[src/rtl/rr_readout_arbiter_pkg.sv]
// ============================================================================
// rr_readout_arbiter_pkg : shared FSM encoding and width helpers
// Revision: 1.0
// ============================================================================
`default_nettype none

package rr_readout_arbiter_pkg;

  typedef enum logic [0:0] {
    ST_IDLE  = 1'b0,
    ST_GRANT = 1'b1
  } state_t;

  function automatic int clog2(input int value);
    int r;
    r = 0;
    while ((1 << r) < value) r = r + 1;
    return r;
  endfunction

  // A single channel still needs a one-bit index field
  function automatic int idx_width(input int n);
    return (n > 1) ? clog2(n) : 1;
  endfunction

endpackage

`default_nettype wire

[src/rtl/rr_readout_arbiter_if.sv]
// ============================================================================
// rr_readout_arbiter_if : source-side and SRAM-side signals of the arbiter
// Revision: 1.0
// ============================================================================
`default_nettype none

interface rr_readout_arbiter_if
  import rr_readout_arbiter_pkg::*;
#(
  parameter int WIDTH = 6,
  parameter int DSIZE = 32,
  parameter int IDW   = idx_width(WIDTH)
);

  logic [WIDTH-1:0]       WRITE_REQ;
  logic [WIDTH-1:0]       HOLD_REQ;
  logic [WIDTH*DSIZE-1:0] DATA_IN;
  logic [WIDTH-1:0]       READ_GRANT;
  logic                   READY_IN;
  logic                   WRITE_OUT;
  logic [DSIZE-1:0]       DATA_OUT;
  logic [IDW-1:0]         GRANT_ID;
  logic                   BUSY;

  modport master (
    output WRITE_REQ, HOLD_REQ, DATA_IN, READY_IN,
    input  READ_GRANT, WRITE_OUT, DATA_OUT, GRANT_ID, BUSY
  );

  modport slave (
    input  WRITE_REQ, HOLD_REQ, DATA_IN, READY_IN,
    output READ_GRANT, WRITE_OUT, DATA_OUT, GRANT_ID, BUSY
  );

endinterface

`default_nettype wire

[src/rtl/rr_readout_arbiter_pick.sv]
// ============================================================================
// rr_readout_arbiter_pick : rotate-priority encoder, first requester after PTR
// Revision: 1.0
// ============================================================================
`default_nettype none

module rr_readout_arbiter_pick #(
  parameter int WIDTH = 6,
  parameter int IDW   = 3
) (
  input  wire logic [WIDTH-1:0] i_req,
  input  wire logic [IDW-1:0]   i_ptr,
  output logic                  o_valid,
  output logic [IDW-1:0]        o_idx
);

  // Walk from the far end back toward ptr+1 so the nearest hit wins
  always_comb begin
    int             v_c;
    logic [IDW-1:0] v_ci;
    v_c     = 0;
    v_ci    = '0;
    o_valid = 1'b0;
    o_idx   = '0;
    for (int k = WIDTH; k >= 1; k--) begin
      v_c  = (int'(i_ptr) + k) % WIDTH;
      v_ci = IDW'(v_c);
      if (i_req[v_ci]) begin
        o_valid = 1'b1;
        o_idx   = v_ci;
      end
    end
  end

endmodule

`default_nettype wire

[src/rtl/rr_readout_arbiter.sv]
// ============================================================================
// rr_readout_arbiter : round-robin merge of FWFT sources into one registered
//                      word stream, bounded bursts with hold-to-retain grant
// Revision: 1.0
// ============================================================================
`default_nettype none

module rr_readout_arbiter
  import rr_readout_arbiter_pkg::*;
#(
  parameter int WIDTH     = 6,
  parameter int DSIZE     = 32,
  parameter int MAX_BURST = 16
) (
  input  wire logic            BUS_CLK,
  input  wire logic            BUS_RST_N,
  rr_readout_arbiter_if.slave  bus
);

  localparam int IDW = idx_width(WIDTH);
  localparam int CW  = clog2(MAX_BURST + 1);
  localparam logic [CW-1:0]  c_burst_max  = CW'(MAX_BURST);
  localparam logic [CW-1:0]  c_burst_last = CW'(MAX_BURST - 1);
  localparam logic [IDW-1:0] c_ptr_rst    = IDW'(WIDTH - 1);

  state_t           r_state, w_state_nxt;
  logic [IDW-1:0]   r_grant_id, w_grant_id_nxt;
  logic [IDW-1:0]   r_rr_ptr, w_rr_ptr_nxt;
  logic [CW-1:0]    r_burst_cnt, w_burst_cnt_nxt;
  logic             r_write_out;
  logic [DSIZE-1:0] r_data_out;

  logic             w_accept, w_pop, w_req_g, w_hold_g;
  logic             w_pick_valid;
  logic [IDW-1:0]   w_pick_idx;
  logic [DSIZE-1:0] w_slice;
  logic [WIDTH-1:0] w_read_grant;

  rr_readout_arbiter_pick #(
    .WIDTH (WIDTH),
    .IDW   (IDW)
  ) u_pick (
    .i_req   (bus.WRITE_REQ),
    .i_ptr   (r_rr_ptr),
    .o_valid (w_pick_valid),
    .o_idx   (w_pick_idx)
  );

  assign w_accept = ~r_write_out | bus.READY_IN;
  assign w_req_g  = bus.WRITE_REQ[r_grant_id];
  assign w_hold_g = bus.HOLD_REQ[r_grant_id];
  assign w_pop    = BUS_RST_N & (r_state == ST_GRANT) & w_req_g & w_accept;

  always_comb begin
    w_slice      = '0;
    w_read_grant = '0;
    for (int i = 0; i < WIDTH; i++) begin
      if (r_grant_id == IDW'(i)) begin
        w_slice         = bus.DATA_IN[i*DSIZE +: DSIZE];
        w_read_grant[i] = w_pop;
      end
    end
  end

  always_ff @(posedge BUS_CLK or negedge BUS_RST_N) begin
    if (!BUS_RST_N) begin
      r_state     <= ST_IDLE;
      r_grant_id  <= '0;
      r_rr_ptr    <= c_ptr_rst;
      r_burst_cnt <= '0;
    end else begin
      r_state     <= w_state_nxt;
      r_grant_id  <= w_grant_id_nxt;
      r_rr_ptr    <= w_rr_ptr_nxt;
      r_burst_cnt <= w_burst_cnt_nxt;
    end
  end

  always_comb begin
    w_state_nxt     = r_state;
    w_grant_id_nxt  = r_grant_id;
    w_rr_ptr_nxt    = r_rr_ptr;
    w_burst_cnt_nxt = r_burst_cnt;
    case (r_state)
      ST_IDLE: begin
        if (w_pick_valid) begin
          w_state_nxt     = ST_GRANT;
          w_grant_id_nxt  = w_pick_idx;
          w_burst_cnt_nxt = '0;
        end
      end
      ST_GRANT: begin
        if (w_pop && (r_burst_cnt != c_burst_max))
          w_burst_cnt_nxt = r_burst_cnt + 1'b1;
        // A pop coinciding with release still lands in the output register
        if (!w_hold_g && ((w_pop && (r_burst_cnt >= c_burst_last)) || !w_req_g)) begin
          w_state_nxt  = ST_IDLE;
          w_rr_ptr_nxt = r_grant_id;
        end
      end
      default: w_state_nxt = ST_IDLE;
    endcase
  end

  always_ff @(posedge BUS_CLK or negedge BUS_RST_N) begin
    if (!BUS_RST_N) begin
      r_write_out <= 1'b0;
      r_data_out  <= '0;
    end else if (w_pop) begin
      r_write_out <= 1'b1;
      r_data_out  <= w_slice;
    end else if (bus.READY_IN) begin
      r_write_out <= 1'b0;
    end
  end

  assign bus.READ_GRANT = w_read_grant;
  assign bus.WRITE_OUT  = r_write_out;
  assign bus.DATA_OUT   = r_data_out;
  assign bus.GRANT_ID   = r_grant_id;
  assign bus.BUSY       = (r_state == ST_GRANT);

endmodule

`default_nettype wire

[src/flat_wrapper.sv]
// flat-port wrapper written by rule: the top's interface ports become plain ports
module rr_readout_arbiter_flat import rr_readout_arbiter_pkg::*;
#(
  parameter int WIDTH     = 6,
  parameter int DSIZE     = 32,
  parameter int MAX_BURST = 16
)
  (BUS_CLK, BUS_RST_N, bus_WRITE_REQ, bus_HOLD_REQ, bus_DATA_IN, bus_READY_IN, bus_READ_GRANT, bus_WRITE_OUT, bus_DATA_OUT, bus_GRANT_ID, bus_BUSY);
  rr_readout_arbiter_if #(.WIDTH(WIDTH), .DSIZE(DSIZE)) bus_i ();
  input  wire logic BUS_CLK;
  input  wire logic BUS_RST_N;
  input wire logic [$bits(bus_i.WRITE_REQ)-1:0] bus_WRITE_REQ;
  input wire logic [$bits(bus_i.HOLD_REQ)-1:0] bus_HOLD_REQ;
  input wire logic [$bits(bus_i.DATA_IN)-1:0] bus_DATA_IN;
  input wire logic [$bits(bus_i.READY_IN)-1:0] bus_READY_IN;
  output wire logic [$bits(bus_i.READ_GRANT)-1:0] bus_READ_GRANT;
  output wire logic [$bits(bus_i.WRITE_OUT)-1:0] bus_WRITE_OUT;
  output wire logic [$bits(bus_i.DATA_OUT)-1:0] bus_DATA_OUT;
  output wire logic [$bits(bus_i.GRANT_ID)-1:0] bus_GRANT_ID;
  output wire logic [$bits(bus_i.BUSY)-1:0] bus_BUSY;
  assign bus_i.WRITE_REQ = bus_WRITE_REQ;
  assign bus_i.HOLD_REQ = bus_HOLD_REQ;
  assign bus_i.DATA_IN = bus_DATA_IN;
  assign bus_i.READY_IN = bus_READY_IN;
  assign bus_READ_GRANT = bus_i.READ_GRANT;
  assign bus_WRITE_OUT = bus_i.WRITE_OUT;
  assign bus_DATA_OUT = bus_i.DATA_OUT;
  assign bus_GRANT_ID = bus_i.GRANT_ID;
  assign bus_BUSY = bus_i.BUSY;
  rr_readout_arbiter #(.WIDTH(WIDTH), .DSIZE(DSIZE), .MAX_BURST(MAX_BURST)) u_core (.BUS_CLK(BUS_CLK), .BUS_RST_N(BUS_RST_N), .bus(bus_i));
endmodule
[config.mk]
export PLATFORM = sky130hd
export DESIGN_NAME = rr_readout_arbiter_flat
export DESIGN_NICKNAME = d
export VERILOG_FILES = /design/src/rtl/rr_readout_arbiter_pkg.sv /design/src/rtl/rr_readout_arbiter_if.sv /design/src/rtl/rr_readout_arbiter_pick.sv /design/src/rtl/rr_readout_arbiter.sv /design/src/flat_wrapper.sv
export SDC_FILE = /design/constraint.sdc
export NUM_CORES = 1
export LEC_CHECK = 0
export ABC_AREA = 0
export CAP_MARGIN = 15
export CORE_MARGIN = 1.5
export CORE_UTILIZATION = 41
export CTS_CLUSTER_DIAMETER = 40
export CTS_CLUSTER_SIZE = 8
export DETAILED_ROUTE_END_ITERATION = 16
export MAX_ROUTING_LAYER = met4
export PLACE_DENSITY_LB_ADDON = 0.12
export SLEW_MARGIN = 20
export SYNTH_ARGS = -nofsm -noshare
export SYNTH_HDL_FRONTEND = slang
export SYNTH_SLANG_ARGS = --single-unit
[constraint.sdc]
create_clock -name BUS_CLK -period 8.5 [get_ports BUS_CLK]
set_input_delay 2.55 -clock BUS_CLK [delete_from_list [all_inputs] [get_ports BUS_CLK]]
set_output_delay 2.55 -clock BUS_CLK [all_outputs]
set_load 0.01 [all_outputs]
==> notes.org, run 1 <==
#+TITLE: Implementation results

** Power and ir drop
- Pwr dens :: 329 nW/µm²
- Highest ir drop seen on vdd :: roughly 0.16 mV
- Int Power :: roughly 0.0012 W
- Of the total power, combinational logic draws 0.756.
- Dominant power group :: combinational cells
- Total power consumption of the routed design :: ~0.0022 W
- Clock network fraction of total power :: 0.060
- The switching portion of total power comes to 0.483.

** Floorplanning
- Number of tap cells inserted :: between 100 and 150
- Total die size :: roughly 11000 µm²
- According to the floorplan log, the row count is 36.
- ~250 I/O pins were placed.

** Route
- Number of DRC violations after detailed-routing iteration 0 :: 407
- The DRC violation total left in the routed layout is recorded as 0.
- After detailed routing, the met3 layer carries 1480 µm of wire.
- Wire segments on met2 add up to around 8000 µm in the final route.
- The detailed router put a total of approximately 5900 µm of wire on met1.
- In this run the top signal layer used is met4.
- DR vias/cell :: 5.75

** Cells and area
- Number of clock buffers in the layout :: 5
- Per the final report, the share of cell area in non-clock buffers is 0.377.
- The count of cells in the finished layout, fillers not included, comes to 843.
- Layout Utilization :: 0.698
- Count of inverters other than clock inverters in the layout :: 17
- Sequential cell area :: approximately 1100 µm²
- Summing all multi-input logic gate instances after layout gives 2780 µm².
- According to the finish report, the design has a final net count of around 930.
- In the final layout, the fill cell count is 799.
- For this run, the script counts the antenna cells in the layout as 0.

** Synth
- Fraction of synthesis flops using an asynchronous set or reset pin :: 1.00
- Comb area leader :: AND-OR/OR-AND gates
- Total cells reported by yosys after synthesis :: between 400 and 500
- After synthesis, the share of cell area in mux cells is 0.184.
- The main area contributors are dfrtp_1 (26%), mux2i_1 (10%), a21oi_1 (6.6%), mux4_2 (6.6%), nor2_1 (5.4%).
- Post-synthesis compound-gate area fraction :: 0.291
- Synthesized netlist net count :: between 700 and 800
- Post-Synth XOR/XNOR Area :: 0.0125
- Synth area leader :: dfrtp_1
- Part of the Yosys area used for sequential elements :: 0.275
- The cell-mix breakdown from Yosys lists the adder-cell area share as 0.0396.
- Among all flip-flop cells after synthesis, the most frequent one is dfrtp_1.
- The post-synth count of flops with an enable pin is 0.
- For this run, the number of Yosys warnings is 0.
- In this run, distinct cell masters in the synthesized netlist total around 58.
- The cell-mix breakdown from Yosys lists the simple-gate area share as 0.146.
- Yosys stat chip area :: slightly above 4000 µm²
- The mapped netlist covers slightly above 4000 µm².

** Min path
- Origin of the worst min-delay path :: u_core.bus.DATA_OUT[13]
- Hold-critical path endpoint :: u_core.bus.DATA_OUT[13]
- The worst hold path passes through 2 cells.
- Hold Path Class :: reg2reg

** Timing
- Worst-case headroom to the max-slew limit :: 0.321
- Fmax achieved :: around 130 MHz
- Sum of negative setup slack :: 0 ns
- Unrepaired setup endpoints after global routing :: false
- In the final run the clock tree shows a worst skew of about 0.0036 ns.
- Count of pins over their slew limit :: 0

** Global routing
- After global routing, the most crowded layer is met2.
- Entering global routing, the biggest net connects ~76 pins.
- Global-route wire length before repair :: ~23000 µm
- Via count of the first global-routing pass :: 4720
- GRT met2 Usage :: 0.498
- Global-route met1 utilization :: 0.318
- Residual overflow from global routing :: 0
- Total global-route track usage over all layers is 0.285.

** Clocking
- Hold-fix buffer count after cts :: 0
- H-tree levels :: 2
- Clock transition at path regs :: 0.09 ns
- Post-CTS timing repair inserted 0 buffers for setup.
- Deepest clock path buffer count :: 2

** Job
- Warnings raised by the tools during the run amount to 33.

** Setup path
- The number of buffers and inverters on the critical path is 3.
- Cell occurring most often along the worst timing path :: clkdlybuf4s50_1
- The critical path endpoint has a required time of 5.95 ns.
- The worst setup path is launched from an input port.
- The critical path in this run is classified as in2out.
- Among all stages on the critical path, the largest delay is contributed by clkdlybuf4s50_1.
- The critical path maximum fanout is 14.
- The most critical setup path has its startpoint at bus_WRITE_REQ[0].
- Category of cells accounting for the largest share of critical-path delay :: buffers and inverters
- Levels on crit path :: 9

** Place
- The congestion estimate from routability-driven global placement came to about 0.96.
- The placed instances occupy a cell area of ~6700 µm².
- The buffer_ports step reported a buffer count of 249.

** Status
- Outcome :: finished clean
==> run 1: state kept, by name, indices dropped and copies added, names as in the netlist <==
| name | flops |
|---|---|
| u_core.bus.DATA_OUT | 32 |
| u_core.r_burst_cnt | 5 |
| u_core.bus.GRANT_ID | 3 |
| u_core.bus.WRITE_OUT | 1 |
| u_core.bus.BUSY | 1 |
| u_core.r_rr_ptr | 3 |
==> run 1: cell usage after synthesis (all sizes together) (10+ instances only) <==
master / n
a222oi: 21
a22o: 23
buf: 10
o21ai: 34
nand2: 41
clkbuf: 29
dfrtp: 43
nor2: 59
mux4: 12
inv: 17
a21oi: 56
ha: 13
mux2i: 42
==> run 1: cells by family after synthesis <==
family	after synthesis
compound gates	167
simple gates	136
mux	60
buf+inv	56
flops	45
fa+ha+maj	13
xor+xnor	5
**Run 1: drive-strength map**

(4 px per µm)
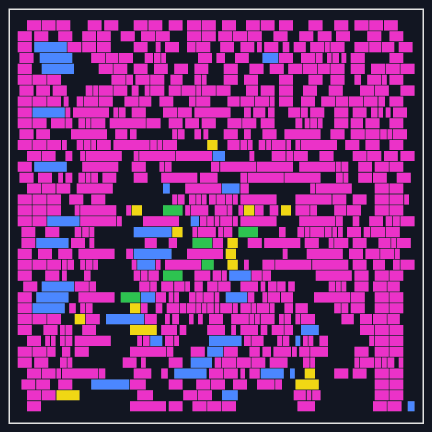
legend:
  magenta:
    size: _0 and _1 cells
    cells: 656
    most_used: clkdlybuf4s50_1
  yellow:
    size: _3 and _4 cells
    cells: 14
    most_used: buf_4
  green:
    size: _6 and larger
    cells: 6
    most_used: clkbuf_8
  blue:
    size: _2 cells
    cells: 34
    most_used: mux4_2
Finished Cell Area: 6790 µm²
layout overhead on the synthesized area: 65.2%
smallest setup slack after layout: 1.06 ns
number of non-clock buffers: 259

**Run 1: clock routing**

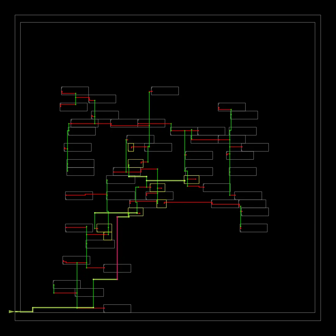
power in the clock group: 0.000134 W
sequential cell count: 45
Sinks on Clock Net: 45
TritonCTS Buffers: 5

**Run 1: wiring heat map**

(4 px per µm) 21 x 21 tiles, from black (low) to pale yellow (high), scaled to the fullest tile. Values are wire area over tile area, all layers added.
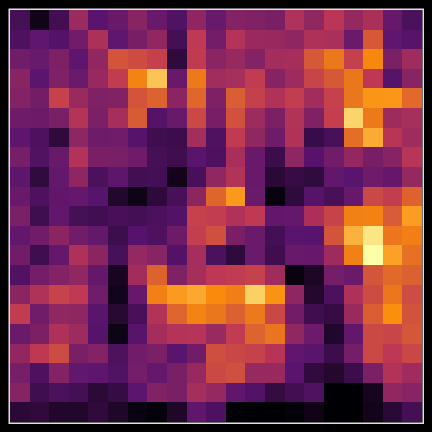
mean over tiles: 0.25
nearly empty tiles: 2.0%
tiles over half the peak: 25%
fullest tile: 0.67
count of vias placed by the detailed router: 4850
detailed-route wire length per cell: 18.6 µm

**Run 1: signal wires on met3**

(4 px per µm)
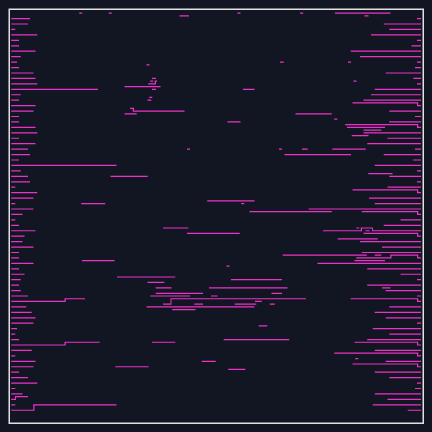

==> run 1 -> run 2 <==
Settings changed: GPL_ROUTABILITY_DRIVEN set to 0.
**Run 2: signal wires on met3**

(4 px per µm)
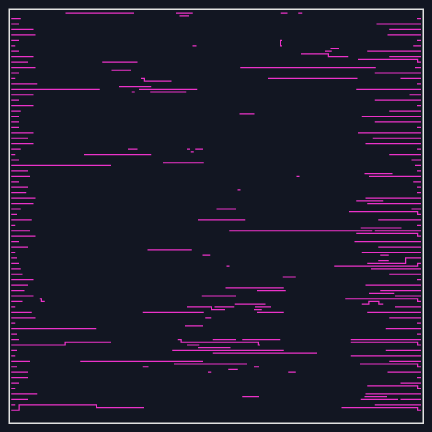
share of all routed wire: 9.9%
longest straight run: 35.4 µm
wire length on this layer: 1530 µm

==> notes.org, run 2 <==
#+TITLE: Implementation results

** Status
- The flow ran to the end, and the final reports show no timing, DRC or antenna violations.

** Cells and area
- The number of flip-flops in the largest register was 32 (unchanged).
- The multi-input logic area is 2780 µm² (unchanged).
- Number of clock buffers in the layout :: 5 (unchanged)
- Sequential cell area :: 1130 µm² (unchanged)
- The number of buffers outside the clock class in the layout was 259 (unchanged).
- The number of nets in the layout came to 929 (unchanged).
- Fillers :: 807 (+1.0%)
- The number of diodes added for antenna fixing came to 0 (unchanged).
- Layout overhead on the synthesized area :: 65.3% (about the same)
- Sequential cell count :: 45 (unchanged)
- Count of inverters other than clock inverters in the layout :: 17 (unchanged)

** Min path
- The worst hold path belongs to the class reg2reg.
- The number of cells on the worst hold path came to 2 (unchanged).
- In the hold report, the worst path ends at u_core.bus.DATA_OUT[13].
- The launch point of the worst min-delay path is recorded as u_core.bus.DATA_OUT[13].

** Setup path
- Largest fanout on the critical path :: 14 (unchanged)
- The number of buffers and inverters on the critical path was 3 (unchanged).
- The instance count on the critical path was 9 (unchanged).
- Crit start category :: input port
- The critical path is of the in2out type.
- By instance count, the cell type seen most on the critical path is clkdlybuf4s50_1.
- OpenSTA lists the critical path startpoint as bus_WRITE_REQ[1].
- Max stage delay cell, worst path :: clkdlybuf4s50_1
- Among cell families on the critical path, the largest total delay comes from buffers and inverters.

** Power and ir drop
- Int Power :: 0.00116 W (about the same)
- Power in the clock group :: 0.000140 W (+4%)
- Clock network fraction of total power :: 0.063 (+0.003)
- The combinational cell fraction of total power was 0.753 (-0.003).
- Switching part of the total power :: 0.483 (about the same)
- Dominant power group :: combinational cells
- Pwr dens :: 329 nW/µm² (about the same)

** Route
- Number of DRC violations after detailed-routing iteration 0 :: 368 (-9.6%)
- DRC :: 0 (unchanged)
- The met3 wire length is 1530 µm (+3.5%).
- Detailed-route wire length per cell :: 18.4 µm (-1.4%)
- Per the detail_route log, the uppermost layer with routed signals is met4.
- Met2 Routed Length :: 7780 µm (-1.3%)

** Timing
- Setup repair after global routing left no endpoint under its margin.
- The number of pins exceeding their max-slew limit in the final report was 0 (unchanged).
- The final-layout setup total negative slack is 0 ns (unchanged).
- Worst-case headroom to the max-slew limit :: 0.331 (+0.0106)
- The fmax was 135 MHz (+0.18%).
- The post-route worst setup slack came to 1.07 ns (+0.0131 ns).

** Global routing
- Aggregate global-route resource usage :: 0.283 (-0.00182)
- The total grt overflow came to 0 (unchanged).
- The wire length of the first global-routing pass was 22300 µm (-1.4%).
- Pin count of the biggest net entering global routing :: 76 (unchanged)

** Synth
- The synthesized design spends more area on one cell type than any other, namely dfrtp_1.
- Syn. warnings :: 0 (unchanged)
- The count of cell types in the netlist was 58 (unchanged).
- The synthesized-area fraction occupied by adder cells came to 0.0396 (unchanged).
- Area fraction in and, or, nand and nor cells :: 0.146 (unchanged)
- Post-Synth XOR/XNOR Area :: 0.0125 (unchanged)
- The and-or/or-and share of the synthesized area is 0.291 (unchanged).
- Top area cell types :: dfrtp_1 (26%), mux2i_1 (10%), a21oi_1 (6.6%), mux4_2 (6.6%), nor2_1 (5.4%)
- The floorplan net count came to 702 (unchanged).
- Fraction of synthesis flops using an asynchronous set or reset pin :: 1.00 (unchanged)
- Yosys stat chip area :: 4110 µm² (unchanged)
- Most repeated cell in the gate-level netlist after synthesis :: nor2_1

** Floorplanning
- # IOs :: 250 (unchanged)
- Number of tap cells inserted :: 133 (unchanged)
- The placement row count came to 36 (unchanged).
- The chip area is 10600 µm² (unchanged).

** Clocking
- The CTS buffer count was 5 (unchanged).
- Number of buffers inserted to repair setup after CTS :: 0 (unchanged)
- H-tree levels :: 2 (unchanged)
- The number of buffers added to fix hold violations after cts came to 0 (unchanged).
- Sinks on Clock Net :: 45 (unchanged)
- Deepest clock path buffer count :: 2 (unchanged)
- Clock transition at path regs :: 0.09 ns (about the same)

** Job
- The count of tool warnings came to 33 (unchanged).

** Place
- The cell area reported after detailed placement was 6700 µm² (unchanged).
**Run 2: wiring heat map**

(4 px per µm) 21 x 21 tiles, from black (low) to pale yellow (high), scaled to the fullest tile. Values are wire area over tile area, all layers added.
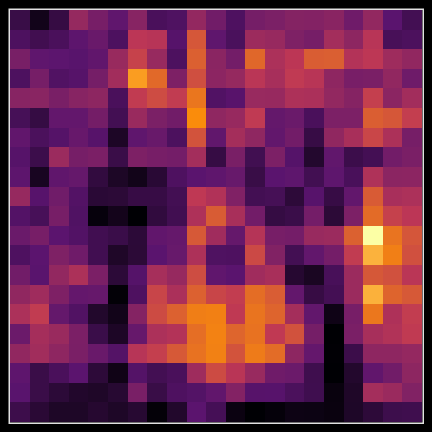
densest ninth of the die: south
tiles over half the peak: 17%
fullest tile: 0.74
mean over tiles: 0.24
nearly empty tiles: 2.0%

-- run 2: cell counts after synthesis --
No cell type changed its count.
-- run 2: metrics by stage --
| step | hold WS, ns | power [W] | cells | util |
|---|---|---|---|---|
| final | 0.529 | 0.00224 | 843 | 0.698 |
| after global routing | 0.570 | 0.00241 | 843 | 0.698 |
| after CTS | 0.536 | 0.00223 | 843 | 0.698 |
| after detailed placement | 0.516 | 0.00208 | 835 | 0.689 |
| after global placement | 0.509 | 0.00204 | 835 | 0.689 |
| after floorplan | 0.502 | 0.00151 | 482 | - |
-- run 2: routing by layer --
metal / vias to the layer above / track usage
li1: 2272 / -
met4: 0 / 0.106
met5: - / -
met1: 2223 / 0.305
met3: 34 / 0.0644
met2: 269 / 0.507
==> run 2 -> run 3 <==
Settings changed: CAP_MARGIN 15 to 10, SKIP_CTS_REPAIR_TIMING set to 1.
**Run 3: signal wires on met3**

(4 px per µm)
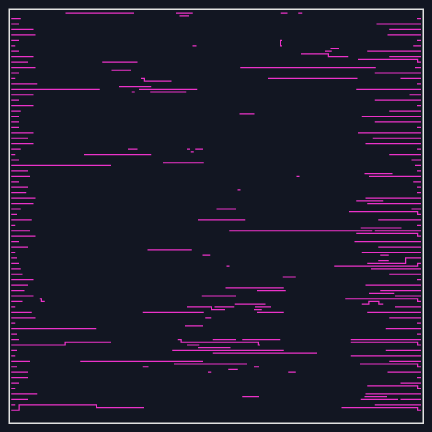
longest straight run: 35.4 µm
nets with wire on the layer: 191
main direction: horizontal

==> notes.org, run 3 <==
#+TITLE: Implementation results

** Floorplanning
- FP Rows :: 36 (unchanged)
- The count of inserted tapcells came to 133 (unchanged).
- Total die size :: 10600 µm² (unchanged)

** Clocking
- The CTS buffer count came to 5 (unchanged).
- The number of H-tree levels was 2 (unchanged).
- Clock transition at path regs :: 0.09 ns (about the same)
- Sinks on Clock Net :: 45 (unchanged)

** Timing
- The final-layout setup total negative slack is 0 ns (unchanged).
- Worst-case headroom to the max-slew limit :: 0.331 (unchanged)
- Fmax achieved :: 135 MHz (unchanged)
- For the final database, setup skew stands at 0.00853 ns.
- Setup repair after global routing left no endpoint under its margin.

** Cells and area
- The final-layout clock buffer total is 5 (unchanged).
- Fillers :: 807 (unchanged)
- The final cell count without fillers was 843 (unchanged).
- Layout Utilization :: 0.698 (unchanged)
- The non-clock inverter count in the final layout is 17 (unchanged).
- The multi-input logic area is 2780 µm² (unchanged).
- Count of antenna diodes in the layout :: 0 (unchanged)
- The storage element area was 1130 µm² (unchanged).
- The number of buffers outside the clock class in the layout is 259 (unchanged).

** Global routing
- Residual overflow from global routing :: 0 (unchanged)
- Pin count of the biggest net entering global routing :: 76 (unchanged)
- Aggregate global-route resource usage :: 0.283 (unchanged)
- The wire length of the first global-routing pass is 22300 µm (unchanged).

** Route
- DRC :: 0 (unchanged)
- The violation tally from detailed-route iteration zero came to 368 (unchanged).
- Detailed-route wire length per cell :: 18.4 µm (unchanged)

** Power and ir drop
- Pwr dens :: 329 nW/µm² (unchanged)
- The combinational cell fraction of total power came to 0.753 (about the same).
- In the power breakdown, the biggest contributor is combinational cells.
- Total power consumption of the routed design :: 0.00224 W (unchanged)
- Int Power :: 0.00116 W (unchanged)
- The clock network fraction of total power was 0.063 (about the same).
- The switching part of the total is 0.483 (unchanged).

** Synth
- Synthesized netlist net count :: 702 (unchanged)
- Of all cell types, the one taking the most synthesized area is dfrtp_1.
- The share of synthesized registers carrying an async set or reset was 1.00 (unchanged).
- Syn. warnings :: 0 (unchanged)
- Sorting the synthesis cell report by count puts at the top nor2_1.

** Place
- The placed instance count is 835 (unchanged).
- Placement Cell Area :: 6700 µm² (unchanged)

** Setup path
- According to the timing report, the critical path is launched from bus_WRITE_REQ[1].
- The critical path is of the in2out type.
- Largest fanout on the critical path :: 14 (unchanged)
- Crit start category :: input port

** Min path
- The number of cells on the worst hold path was 2 (unchanged).
- Looking at the hold checks, the worst path lands on u_core.bus.DATA_OUT[13].
- According to the hold report, the worst path is of the reg2reg type.

** Status
- The run finished with clean final reports.

** Job
- Number of warning messages in the logs :: 33 (unchanged)
**Run 3: drive-strength map**

(4 px per µm)
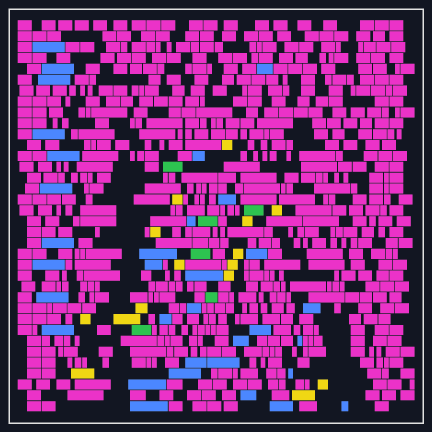
legend:
  magenta:
    size: _0 and _1 cells
    cells: 656
    most_used: clkdlybuf4s50_1
  blue:
    size: _2 cells
    cells: 33
    most_used: mux4_2
  green:
    size: _6 and larger
    cells: 6
    most_used: clkbuf_8
  yellow:
    size: _3 and _4 cells
    cells: 15
    most_used: buf_4
layout overhead on the synthesized area: 65.3%
Finished Cell Area: 6790 µm²
smallest setup slack after layout: 1.07 ns

[run 3: layer usage]
metal | track usage | share of wire | vias up
met3 | 0.0644 | 0.099 | 34
met2 | 0.507 | 0.50 | 269
met4 | 0.106 | 0.029 | 0
met5 | - | 0 | -
met1 | 0.305 | 0.37 | 2223
li1 | - | - | 2272
[run 3: cell families after synthesis]
logic type	share of synthesized area
AOI/OAI and AO/OA	0.291
buffers and inverters	0.0527
adders and majority gates	0.0396
xor gates and xnor gates	0.0125
DFF	0.275
and+or+nand+nor	0.146
muxes	0.184
[run 3: worst max-delay path, cell delays in order]
cell and delay, ns:
clkdlybuf4s50_1 0.51, mux4_2 0.24, nand2_1 0.05, o21ai_1 0.12, nand3_1 0.21, a21oi_4 0.19
buf_4 0.23, and3_1 0.19, clkdlybuf4s50_1 0.57
Power figures rest on the tool's default switching activity, not on a simulated workload.
